File: src/rtl/tx_sync_scheduler.sv
// TX SYNC scheduler: counts data cycles, drains the swizzler, opens a fixed-length
// SYNC window and forwards held remote block-lock updates only inside that window.
module tx_sync_scheduler #(
    parameter int LANES         = 4,
    parameter int PERIOD_W      = 16,
    parameter int SYNC_LEN      = 2,
    parameter int DRAIN_TIMEOUT = 64
) (
    input  logic                clk,
    input  logic                reset_n,
    input  logic                in_enable,
    input  logic [PERIOD_W-1:0] cfg_sync_period,
    input  logic [LANES-1:0]    in_blocklock_remote,
    input  logic                in_blocklock_remote_en,
    input  logic                in_swz_empty,
    input  logic                in_swz_idle,
    output logic                out_syncing_pre,
    output logic                out_data_grant,
    output logic                out_sync_valid,
    output logic [LANES-1:0]    out_blocklock_remote,
    output logic                out_blocklock_remote_en,
    output logic                out_drain_err,
    output logic [1:0]          out_state
);

    localparam int DRAIN_W = $clog2(DRAIN_TIMEOUT + 1);
    localparam int SYNC_W  = $clog2(SYNC_LEN + 1);
    localparam logic [DRAIN_W-1:0] DRAIN_LAST = DRAIN_W'(DRAIN_TIMEOUT - 1);
    localparam logic [SYNC_W-1:0]  SYNC_LAST  = SYNC_W'(SYNC_LEN - 1);

    typedef enum logic [1:0] {
        ST_IDLE  = 2'd0,
        ST_RUN   = 2'd1,
        ST_DRAIN = 2'd2,
        ST_SYNC  = 2'd3
    } state_t;

    state_t              state_q, state_d;
    logic [PERIOD_W-1:0] period_cnt_q, period_cnt_d;
    logic [DRAIN_W-1:0]  drain_cnt_q, drain_cnt_d;
    logic [SYNC_W-1:0]   sync_cnt_q, sync_cnt_d;
    logic                drain_err_q, drain_err_d;
    logic                pending_vld_q;
    logic [LANES-1:0]    pending_val_q;
    logic                syncing_pre_q;
    logic                sync_valid_q;
    logic [LANES-1:0]    blocklock_q;
    logic                blocklock_en_q;
    logic [PERIOD_W-1:0] period_last;
    logic                capture;
    logic                forward;

    assign period_last = cfg_sync_period - PERIOD_W'(1);
    // An all-zero remote value would deadlock the link, so it is never captured.
    assign capture     = in_blocklock_remote_en & (|in_blocklock_remote);

    always_comb begin
        state_d      = state_q;
        period_cnt_d = period_cnt_q;
        drain_cnt_d  = drain_cnt_q;
        sync_cnt_d   = sync_cnt_q;
        drain_err_d  = drain_err_q;
        case (state_q)
            ST_IDLE: state_d = ST_RUN;
            ST_RUN: begin
                if (cfg_sync_period == '0) begin
                    period_cnt_d = '0;
                end else if (period_cnt_q == period_last) begin
                    period_cnt_d = '0;
                    state_d      = ST_DRAIN;
                end else begin
                    period_cnt_d = period_cnt_q + PERIOD_W'(1);
                end
            end
            ST_DRAIN: begin
                if (in_swz_empty && in_swz_idle) begin
                    drain_cnt_d = '0;
                    state_d     = ST_SYNC;
                end else if (drain_cnt_q == DRAIN_LAST) begin
                    drain_cnt_d = '0;
                    drain_err_d = 1'b1;
                    state_d     = ST_SYNC;
                end else begin
                    drain_cnt_d = drain_cnt_q + DRAIN_W'(1);
                end
            end
            ST_SYNC: begin
                if (sync_cnt_q == SYNC_LAST) begin
                    sync_cnt_d = '0;
                    state_d    = ST_RUN;
                end else begin
                    sync_cnt_d = sync_cnt_q + SYNC_W'(1);
                end
            end
            default: state_d = ST_IDLE;
        endcase
    end

    // Forward is decided on the edge entering SYNC so the strobe lands in its first cycle.
    assign forward = (state_q == ST_DRAIN) && (state_d == ST_SYNC) && pending_vld_q;

    always_ff @(posedge clk or negedge reset_n) begin
        if (!reset_n) begin
            state_q        <= ST_IDLE;
            period_cnt_q   <= '0;
            drain_cnt_q    <= '0;
            sync_cnt_q     <= '0;
            drain_err_q    <= 1'b0;
            pending_vld_q  <= 1'b0;
            pending_val_q  <= '1;
            syncing_pre_q  <= 1'b0;
            sync_valid_q   <= 1'b0;
            blocklock_q    <= '1;
            blocklock_en_q <= 1'b0;
        end else if (in_enable) begin
            state_q        <= state_d;
            period_cnt_q   <= period_cnt_d;
            drain_cnt_q    <= drain_cnt_d;
            sync_cnt_q     <= sync_cnt_d;
            drain_err_q    <= drain_err_d;
            syncing_pre_q  <= (state_d == ST_DRAIN) || (state_d == ST_SYNC);
            sync_valid_q   <= (state_d == ST_SYNC);
            blocklock_en_q <= forward;
            if (forward) begin
                blocklock_q <= pending_val_q;
            end
            // A capture on the forward edge survives for the next window.
            if (capture) begin
                pending_val_q <= in_blocklock_remote;
                pending_vld_q <= 1'b1;
            end else if (forward) begin
                pending_vld_q <= 1'b0;
            end
        end
    end

    assign out_state               = state_q;
    assign out_data_grant          = (state_q == ST_RUN) & in_swz_idle;
    assign out_syncing_pre         = syncing_pre_q;
    assign out_sync_valid          = sync_valid_q;
    assign out_blocklock_remote    = blocklock_q;
    assign out_blocklock_remote_en = blocklock_en_q;
    assign out_drain_err           = drain_err_q;

endmodule

File: config.mk
export PLATFORM = sky130hd
export DESIGN_NAME = tx_sync_scheduler
export DESIGN_NICKNAME = d
export VERILOG_FILES = /design/src/rtl/tx_sync_scheduler.sv
export SDC_FILE = /design/constraint.sdc
export NUM_CORES = 1
export LEC_CHECK = 0
export ABC_AREA = 1
export CAP_MARGIN = 20
export CORE_ASPECT_RATIO = 1.25
export CORE_MARGIN = 4
export CORE_UTILIZATION = 50
export CTS_BUF_LIST = sky130_fd_sc_hd__clkbuf_8
export DETAILED_ROUTE_END_ITERATION = 6
export HOLD_SLACK_MARGIN = 0.15
export PLACE_DENSITY = 0.73
export SLEW_MARGIN = 20
export SYNTH_ARGS = -nofsm -noshare
export SYNTH_HDL_FRONTEND = slang
export SYNTH_SLANG_ARGS = --single-unit
File: constraint.sdc
create_clock -name clk -period 5.2 [get_ports clk]
set_input_delay 0.52 -clock clk [delete_from_list [all_inputs] [get_ports clk]]
set_output_delay 0.52 -clock clk [all_outputs]
set_load 0.01 [all_outputs]
==> impl_metrics.csv, run 1 <==
group,metric,value,unit
clock_tree,cts_post_setup_buffers_inserted,0,
die,core_region_area,0.005818,mm^2
critical_path,cpPeakStageDelay,0.44,ns
synth,top_cells_by_count_synth,"156 x sky130_fd_sc_hd__nand2_1, 60 x sky130_fd_sc_hd__inv_1, 46 x sky130_fd_sc_hd__nor2_1, 37 x sky130_fd_sc_hd__nand3_1, 32 x sky130_fd_sc_hd__dfrtp_1",
timing,final-max-slew-violation-count,0,
synth,enable_flop_cells,0,
critical_path,critical_path.cell_chain,"clkdlybuf4s50_1, inv_1, ha_1, nand2_2, nor2_4, nand2_1, nand2_2, nand2_1, nor2_1, nand2_1, nor2_2, nand2_2, nand2_4, o21ai_2",
outcome,run_status,"complete, no violations",
critical_path,crit_fanout,10,
pwr,vdd_ir_drop_max,0.0002003,V
critical_path,timing.critical_path.buf_inv,2,
synth,post_synth_main_logic_family,"simple AND/OR/NAND/NOR gates",
cells_and_area,largest_registers_in_the_final_layout,"period_cnt_q x16, drain_cnt_q x7",
timing,layout_setup_ws,2.856,ns
detailed_routing,detail_route.wirelength,6963,um
critical_path,crit_required,5.38,ns
critical_path,endpoint_kind,"flop",
synth,syn_nets,484,
cells_and_area,instances_no_fill,557,
synth,syn_avg_cell_area,6.627,um^2
pwr,seq_power_share,47.2,%
pwr,p_comb_share,31.7,%
die,die.size.x,77.46,um
grt,first_pass_grt_wire_length,12260,um
pwr,switching_power,0.0003315,W
die,initial_core_util,51.83,%
synth,synth_sequential_area_ratio,33.53,%
place,place.detailed.instances,549,
pwr,power.share.clock,21.1,%
clock_tree,cts_max_level,2,
synth,synth_async_sr_flop_share,100.0,%
grt,grt_antenna_before_repair,0,
synth,synth_area,0.003015,mm^2
timing,finalSetupViolCount,0,
critical_path,critPathSlowestCell,"sky130_fd_sc_hd__clkdlybuf4s50_1",
detailed_routing,met1_length,3066,um
detailed_routing,routed-wl-met2,3470,um
synth,synth-seq-cells,40,
clock_tree,post_cts.resized_instances,0,
pwr,comb-power,0.000299,W
cells_and_area,fin_area,0.003501,mm^2
pwr,p_sw_share,35.15,%
flow_run,warning_count,26,
place,dp_slack,2.548,ns
synth,synth_top_cell_by_area,"sky130_fd_sc_hd__dfrtp_1",
die,floorplan.die.height,94.83,um
==> run 1: worst paths after layout <==
check	startpoint	end	cells past startpoint
worst min register to register	pending_val_q[3]	out_blocklock_remote[3]	2
worst max-delay path	cfg_sync_period[0]	period_cnt_q[9]	14
min in group clk	pending_val_q[3]	out_blocklock_remote[3]	2
max in group asynchronous	reset_n	period_cnt_q[0]	1
worst min-delay path	reset_n	period_cnt_q[12]	1
worst max register to register	period_cnt_q[0]	period_cnt_q[14]	10
==> run 1: cell type report <==
class,instances,area (um^2)
inverter,61,229.0
clock inverter,3,16.27
sequential,40,1011
clock buffer,5,68.82
timing repair buffer,36,355.3
fill,569,2317
multi-input combinational,346,1738
tap,66,82.58
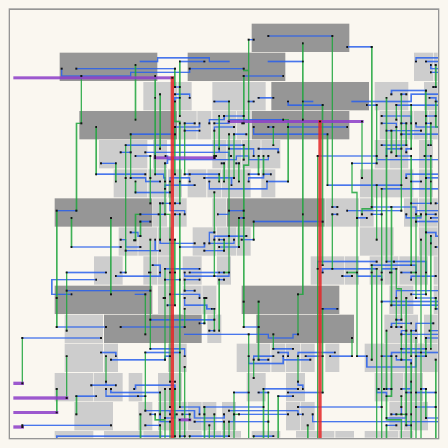
Run 1: a small window of the routed layout
Window x 0 to 40, y 51 to 91 um. Cells in gray, sequential cells in the stronger gray; small squares are vias.
blue -> met1
purple -> met3
green -> met2
red -> met4
cells with their middle in the window = 107
netlist names of flops here include = drain_cnt_q (7), period_cnt_q (2), sync_cnt_q (2)
most frequent = inv_1 (19), nand2_1 (19)
sequential cells in the window = 12

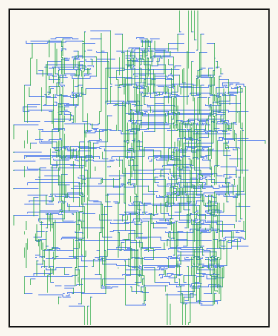
Run 1: signal wires by layer
Only two layers are drawn.
blue -> met1  # wire length 3070 um
green -> met2  # wire length 3470 um

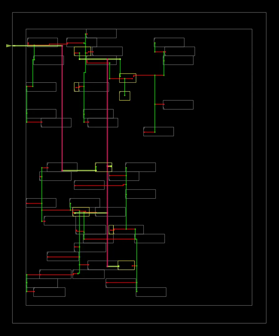
Run 1: clock wiring as the flow saved it
number of buffers inserted during clock tree synthesis: 5
Clk power: 0.000199 W
number of sinks on the clock net: 40

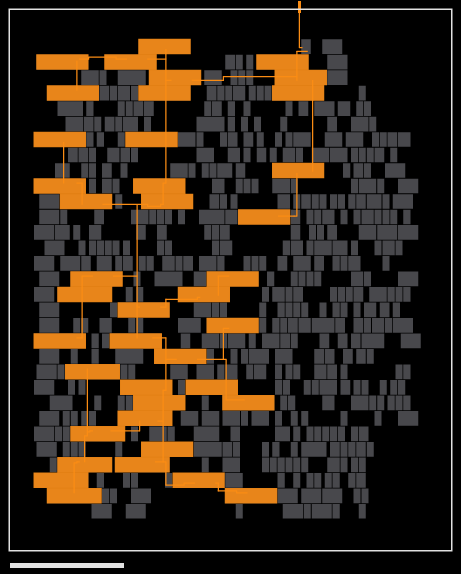
Run 1: nets reached from selected ports
Bar = 20 um.
orange -> reset_n  # direction input, end cells 40, buffers 1, wire 283 um
I/O pins: 37
count of port buffers added during placement: 36

Run 1, register map, names as in the netlist:
Bar = 20 um. Other sequential cells in the stronger gray, the rest of the logic in the fainter gray.
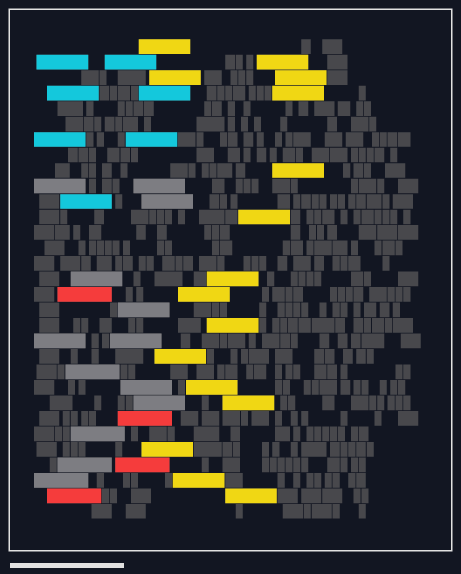

## Run 2: what changed since run 1
--- a/config.mk
+++ b/config.mk
@@ -13,7 +13,7 @@
 export CTS_BUF_LIST = sky130_fd_sc_hd__clkbuf_8
 export DETAILED_ROUTE_END_ITERATION = 6
 export HOLD_SLACK_MARGIN = 0.15
-export PLACE_DENSITY = 0.73
+export PLACE_DENSITY = 0.76
 export SLEW_MARGIN = 20
 export SYNTH_ARGS = -nofsm -noshare
 export SYNTH_HDL_FRONTEND = slang
==> constraint.sdc (replaced) <==
create_clock -name clk -period 2 [get_ports clk]
set_input_delay 0.2 -clock clk [delete_from_list [all_inputs] [get_ports clk]]
set_output_delay 0.2 -clock clk [all_outputs]
set_load 0.01 [all_outputs]
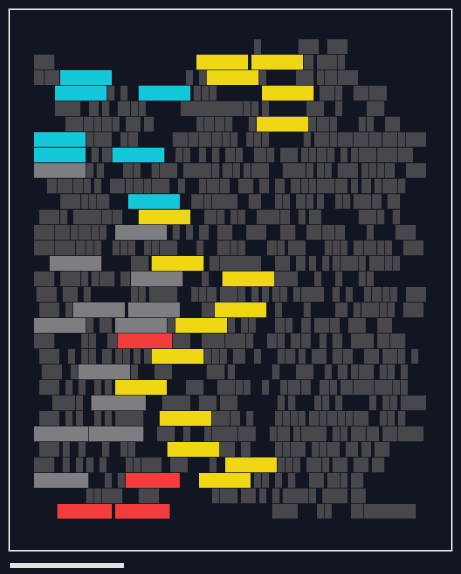
Run 2: register map, names as in the netlist
Bar = 20 um. Other sequential cells in the stronger gray, the rest of the logic in the fainter gray.
cyan -> drain_cnt_q  # placed flops 7, where upper left
red -> out_blocklock_remote  # placed flops 4
yellow -> period_cnt_q  # placed flops 16
not colored = 13

==> run 2 against run 1 <==
Compared with the run above: clock skew is 0.0038 ns lower; via count is 5.2% higher; cell count is 6.5% higher; combinational power went up to 3.1 times the previous value; total power went up to 2.9 times the previous value; synthesized cell count stayed put; core utilization is 6.5 points higher; clock-buffer cell count stayed put; critical endpoint is now period_cnt_q[13].
==> impl_metrics.csv, run 2 <==
group,metric,value,unit
outcome,run_status,"complete, no violations",
cells_and_area,register_bank_with_the_most_flops,"period_cnt_q",
place,buffer_ports.inserted,36,
critical_path,crit_required,2.19,ns
grt,first_pass_grt_wire_length,12940,um
synth,synth_async_sr_flop_share,100.0,%
cells_and_area,signal_buffers,71,
cells_and_area,signal_buffer_area_fraction,16.40,%
clock_tree,clock_insertion_delay_worst_skew,0.29,ns
critical_path,setup_crit_start,"cfg_sync_period[6]",
critical_path,timing.critical_path.buf_inv,3,
timing,max_freq,540.4,MHz
die,die.size.x,77.46,um
flow_run,warning_count,26,
detailed_routing,detail_route.wirelength,7552,um
worst_hold_path,hold-path-cell-count,3,
synth,cell_types_with_the_largest_area_share_after_synthesis,"sky130_fd_sc_hd__dfrtp_1 27%, sky130_fd_sc_hd__nand2_1 19%, sky130_fd_sc_hd__inv_1 7.5%, sky130_fd_sc_hd__dfstp_2 7.0%, sky130_fd_sc_hd__nand3_1 6.1%",
cells_and_area,register_area,0.001011,mm^2
die,placement_rows,31,
die,initial_core_util,51.83,%
pwr,p_comb_share,33.8,%
clock_tree,post_cts.resized_instances,0,
synth,synth_sequential_area_ratio,33.53,%
timing,rsz0062_at_grt,"false",
pwr,power.share.clock,24.0,%
synth,synth-seq-cells,40,
timing,finalSetupViolCount,0,
die,i_o_pins,37,
pwr,vdd_ir_drop_max,0.0006078,V
pwr,seq_power_share,42.2,%
synth,postSynth.topFlopCell,"sky130_fd_sc_hd__dfrtp_1",
critical_path,endpoint_kind,"flop",
synth,syn_avg_cell_area,6.627,um^2
cells_and_area,logic_gates,347,
die,number_of_tapcells,66,
critical_path,r2r_end,"period_cnt_q[9]",
critical_path,critical_path.cell_chain,"clkdlybuf4s50_1, nor2_1, nand2_1, buf_4, inv_1, nand3_1, nand3_1, o21ai_0, nor3_1, nand3_1, nand2_1, nand2_1",
worst_hold_path,hold_path.class,"input port to flop",
clock_tree,number_of_buffers_inserted_during_clock_tree_synthesis,5,
timing,setup_tns_after_final_layout,0,ns
place,dp_slack,-0.2718,ns
cells_and_area,ff_latch_count,40,
critical_path,reg2regPathDepth,10,
cells_and_area,seq-cell-share,26.08,%
synth,synth_top_cell_by_area,"sky130_fd_sc_hd__dfrtp_1",
pwr,switching_power,0.0009093,W
cells_and_area,clock_buffer_instance_count_of_the_final_layout,5,
critical_path,cpPeakStageDelay,0.48,ns
cells_and_area,layout.area.comb,0.001810,mm^2
pwr,power_per_cell_area,696.7,mW/mm^2
die,core_region_area,0.005818,mm^2
critical_path,critical_path.reg2reg.startpoint,"period_cnt_q[6]",
clock_tree,cts_num_sinks,40,
cells_and_area,layout_top_cells_excl_fill_tap,"156 x sky130_fd_sc_hd__nand2_1, 60 x sky130_fd_sc_hd__inv_1, 40 x sky130_fd_sc_hd__nor2_1",
pwr,clock_net_power,0.000647,W
critical_path,worstSetupEndpoint,"period_cnt_q[13]",
cells_and_area,area.share.combinational,46.71,%
detailed_routing,vias,3035,
synth,enable_flop_cells,0,
timing,layout_setup_ws,0.1496,ns
die,floorplan.die.height,94.83,um
cells_and_area,instances_no_fill,593,
pwr,total_power,0.002700,W
grt,grt_antenna_before_repair,0,
pwr,comb-power,0.000913,W
cells_and_area,biggestCellCategory,"multi-input combinational cells",
cells_and_area,inv_count,61,
worst_hold_path,capture_endpoint_of_the_worst_hold_path,"pending_val_q[3]",
synth,synth_area,0.003015,mm^2
critical_path,critPathSlowestCell,"sky130_fd_sc_hd__clkdlybuf4s50_1",
critical_path,worstSetupStartpointType,"input port",
critical_path,cp_num_cells,12,
timing,final-max-slew-violation-count,0,
worst_hold_path,hold_path_startpoint,"in_blocklock_remote[3]",
cells_and_area,fin_area,0.003876,mm^2
place,gp_congestion,0.9027,
synth,yosys_cells,455,
critical_path,crit_fanout,4,
pwr,p_sw_share,33.67,%
place,place.detailed.instances,583,
detailed_routing,detailed_route_vias_per_instance,5.118,
clock_tree,cts_post_setup_buffers_inserted,0,
clock_tree,cts_max_level,2,
cells_and_area,clock_cell_area_share,2.776,%
cells_and_area,largest_registers_in_the_final_layout,"period_cnt_q x16, drain_cnt_q x7",
synth,top_cells_by_count_synth,"156 x sky130_fd_sc_hd__nand2_1, 60 x sky130_fd_sc_hd__inv_1, 46 x sky130_fd_sc_hd__nor2_1, 37 x sky130_fd_sc_hd__nand3_1, 32 x sky130_fd_sc_hd__dfrtp_1",
cells_and_area,final.fill_count,527,
synth,syn_nets,484,
detailed_routing,ant_nets,0,
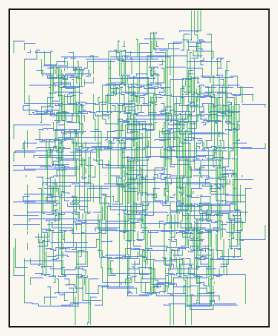
Run 2: signal wires by layer
Only two layers are drawn.
green -> met2  # wire length 3860 um
blue -> met1  # wire length 3280 um

run 2: per-layer routing:
| metal | vias to the layer above | wire [um] | track usage [%] |
|---|---|---|---|
| met3 | 14 | 259 | 3.244 |
| met5 | - | 0 | 0 |
| li1 | 1566 | - | - |
| met2 | 68 | 3856 | 40.42 |
| met1 | 1387 | 3281 | 25.12 |
| met4 | 0 | 155 | 8.012 |
run 2: worst min-delay path, delay by kind of cell:
family	cells	cell delay [ns]
buffers and inverters	1	0.42
AND/OR/NAND/NOR	2	0.11
run 2: kinds of logic (layout without fill, tap and decap cells):
group,after synthesis,count (layout),synth area share (%)
xor+xnor,24,24,6.971
fa+ha+maj,3,3,1.245
buf+inv,69,140,8.838
flops,40,40,33.53
simple gates,286,287,41.95
compound gates,33,33,7.469
Run 2, nets reached from selected ports:
Bar = 20 um.
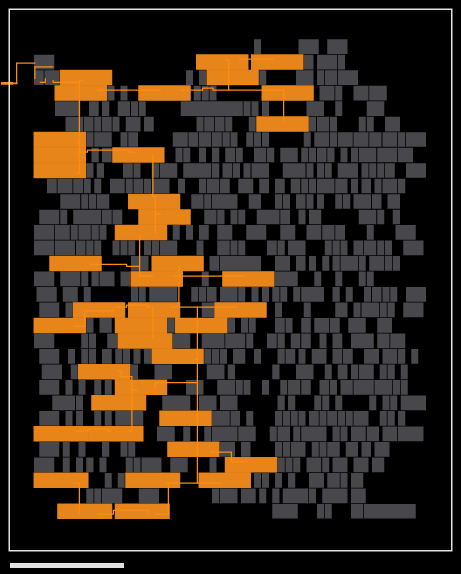

## Run 3: what changed since run 2
--- a/config.mk
+++ b/config.mk
@@ -12,6 +12,7 @@
 export CORE_UTILIZATION = 50
 export CTS_BUF_LIST = sky130_fd_sc_hd__clkbuf_8
 export DETAILED_ROUTE_END_ITERATION = 6
+export GPL_TIMING_DRIVEN = 0
 export HOLD_SLACK_MARGIN = 0.15
 export PLACE_DENSITY = 0.76
 export SLEW_MARGIN = 20
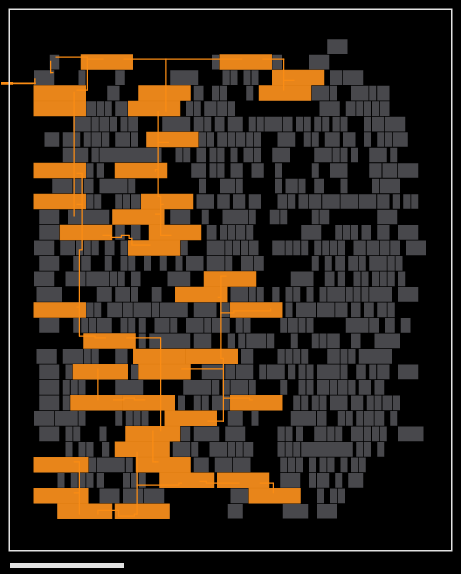
Run 3: nets reached from selected ports
Bar = 20 um.
orange -> reset_n  # direction input, end cells 40, buffers 3, wire 304 um

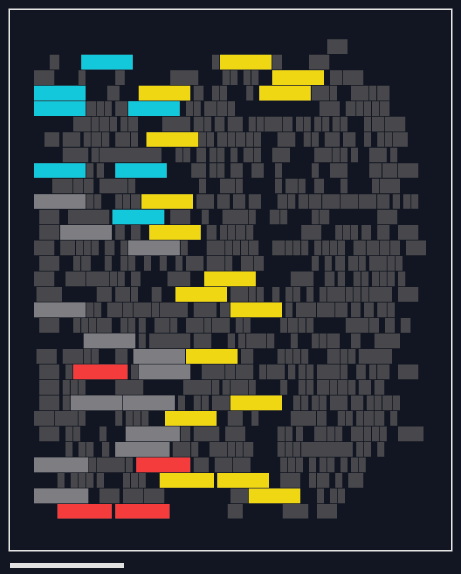
Run 3: register map, names as in the netlist
Bar = 20 um. Other sequential cells in the stronger gray, the rest of the logic in the fainter gray.
sequential share of cell area: 26.61%
flip-flop and latch area: 0.001012 mm^2
fin util: 65.38%
sequential group power: 0.00115 W

==> run 3 against run 2 <==
Compared with the run above: final area is 1.9% lower; first-iteration DRC count is 44% higher; largest power group unchanged; clock power is 12% higher; hold slack worse by 0.11 ns; combinational power is 4.1% lower; die size stayed put; via count is 0.79% lower; highest routed layer unchanged; critical endpoint is now period_cnt_q[6].
==> impl_metrics.csv, run 3 <==
group,metric,value,unit
outcome,run_status,"complete, no violations",
clock_tree,number_of_buffers_inserted_during_clock_tree_synthesis,5,
cells_and_area,final.fill_count,526,
synth,synth_area,0.003015,mm^2
timing,final-max-slew-violation-count,0,
pwr,power_per_cell_area,723.4,mW/mm^2
detailed_routing,met3WireLength,333,um
synth,enable_flop_cells,0,
critical_path,crit_fanout,6,
synth,synth-seq-cells,40,
pwr,vdd_ir_drop_max,0.0007662,V
grt,gr-max-usage-layer,"met2",
clock_tree,cts_max_level,2,
cells_and_area,register_bank_with_the_most_flops,"period_cnt_q",
place,dp_slack,-0.3994,ns
pwr,total_power,0.002752,W
place,buffer_ports.inserted,36,
critical_path,timing.critical_path.buf_inv,3,
die,core_region_area,0.005818,mm^2
timing,max_freq,526.6,MHz
synth,synth_top_cell_by_area,"sky130_fd_sc_hd__dfrtp_1",
detailed_routing,vias,3011,
die,placement_rows,31,
synth,synth_sequential_area_ratio,33.53,%
critical_path,critPathSlowestCell,"sky130_fd_sc_hd__clkdlybuf4s50_1",
pwr,clock_net_power,0.000725,W
critical_path,cp_num_cells,14,
clock_tree,post_cts.resized_instances,2,
synth,yosys_cells,455,
cells_and_area,layout_top_cells_excl_fill_tap,"154 x sky130_fd_sc_hd__nand2_1, 57 x sky130_fd_sc_hd__inv_1, 40 x sky130_fd_sc_hd__nor2_1",
critical_path,cpPeakStageDelay,0.50,ns
cells_and_area,largest_registers_in_the_final_layout,"period_cnt_q x16, drain_cnt_q x7",
detailed_routing,detail_route.wirelength,7444,um
grt,grt_antenna_before_repair,0,
critical_path,critical_path.reg2reg.startpoint,"period_cnt_q[3]",
cells_and_area,fin_area,0.003804,mm^2
die,initial_core_util,51.83,%
pwr,p_comb_share,31.8,%
pwr,comb-power,0.000876,W
synth,cell_types_with_the_largest_area_share_after_synthesis,"sky130_fd_sc_hd__dfrtp_1 27%, sky130_fd_sc_hd__nand2_1 19%, sky130_fd_sc_hd__inv_1 7.5%, sky130_fd_sc_hd__dfstp_2 7.0%, sky130_fd_sc_hd__nand3_1 6.1%",
die,i_o_pins,37,
place,gp_congestion,0.9924,
grt,global_route.usage.met3,2.863,%
synth,postSynth.topFlopCell,"sky130_fd_sc_hd__dfrtp_1",
pwr,seq_power_share,41.8,%
critical_path,reg2regPathDepth,10,
clock_tree,clock_insertion_delay_worst_skew,0.29,ns
grt,gr-usage-met1,24.76,%
synth,syn_nets,484,
synth,top_cells_by_count_synth,"156 x sky130_fd_sc_hd__nand2_1, 60 x sky130_fd_sc_hd__inv_1, 46 x sky130_fd_sc_hd__nor2_1, 37 x sky130_fd_sc_hd__nand3_1, 32 x sky130_fd_sc_hd__dfrtp_1",
pwr,power.share.clock,26.4,%
synth,synth_async_sr_flop_share,100.0,%
critical_path,critical_path.cell_chain,"clkdlybuf4s50_1, nor2_2, nand2_2, nor2_4, buf_4, nand3_2, nand2_2, nand2_1, inv_1, nand2_1, nor2_4, nand2_4, nand2_4, o21ai_2",
timing,setup_tns_after_final_layout,0,ns
detailed_routing,detailed_route_vias_per_instance,5.218,
detailed_routing,ant_nets,0,
critical_path,worstSetupEndpoint,"period_cnt_q[6]",
die,floorplan.die.height,94.83,um
flow_run,warning_count,27,
## run 3: area by class of cell
class	count	area (um^2)	area share, %
timing repair buffer	47	465.4	12.24
inverter	61	232.7	6.118
tap	66	82.58	2.171
clock inverter	1	30.03	0.7895
sequential	40	1012	26.61
multi-input combinational	347	1847	48.55
clock buffer	7	96.34	2.533
buffer	8	37.54	0.9868
## run 3: kinds of logic (layout without fill, tap and decap cells)
| logic type | after synthesis | after routing | share of synthesized area (%) |
|---|---|---|---|
| fa+ha+maj | 3 | 3 | 1.245 |
| buf+inv | 69 | 124 | 8.838 |
| flops | 40 | 40 | 33.53 |
| compound gates | 33 | 33 | 7.469 |
| xor+xnor | 24 | 24 | 6.971 |
| simple gates | 286 | 287 | 41.95 |
Power is estimated from default activity; no workload was simulated.
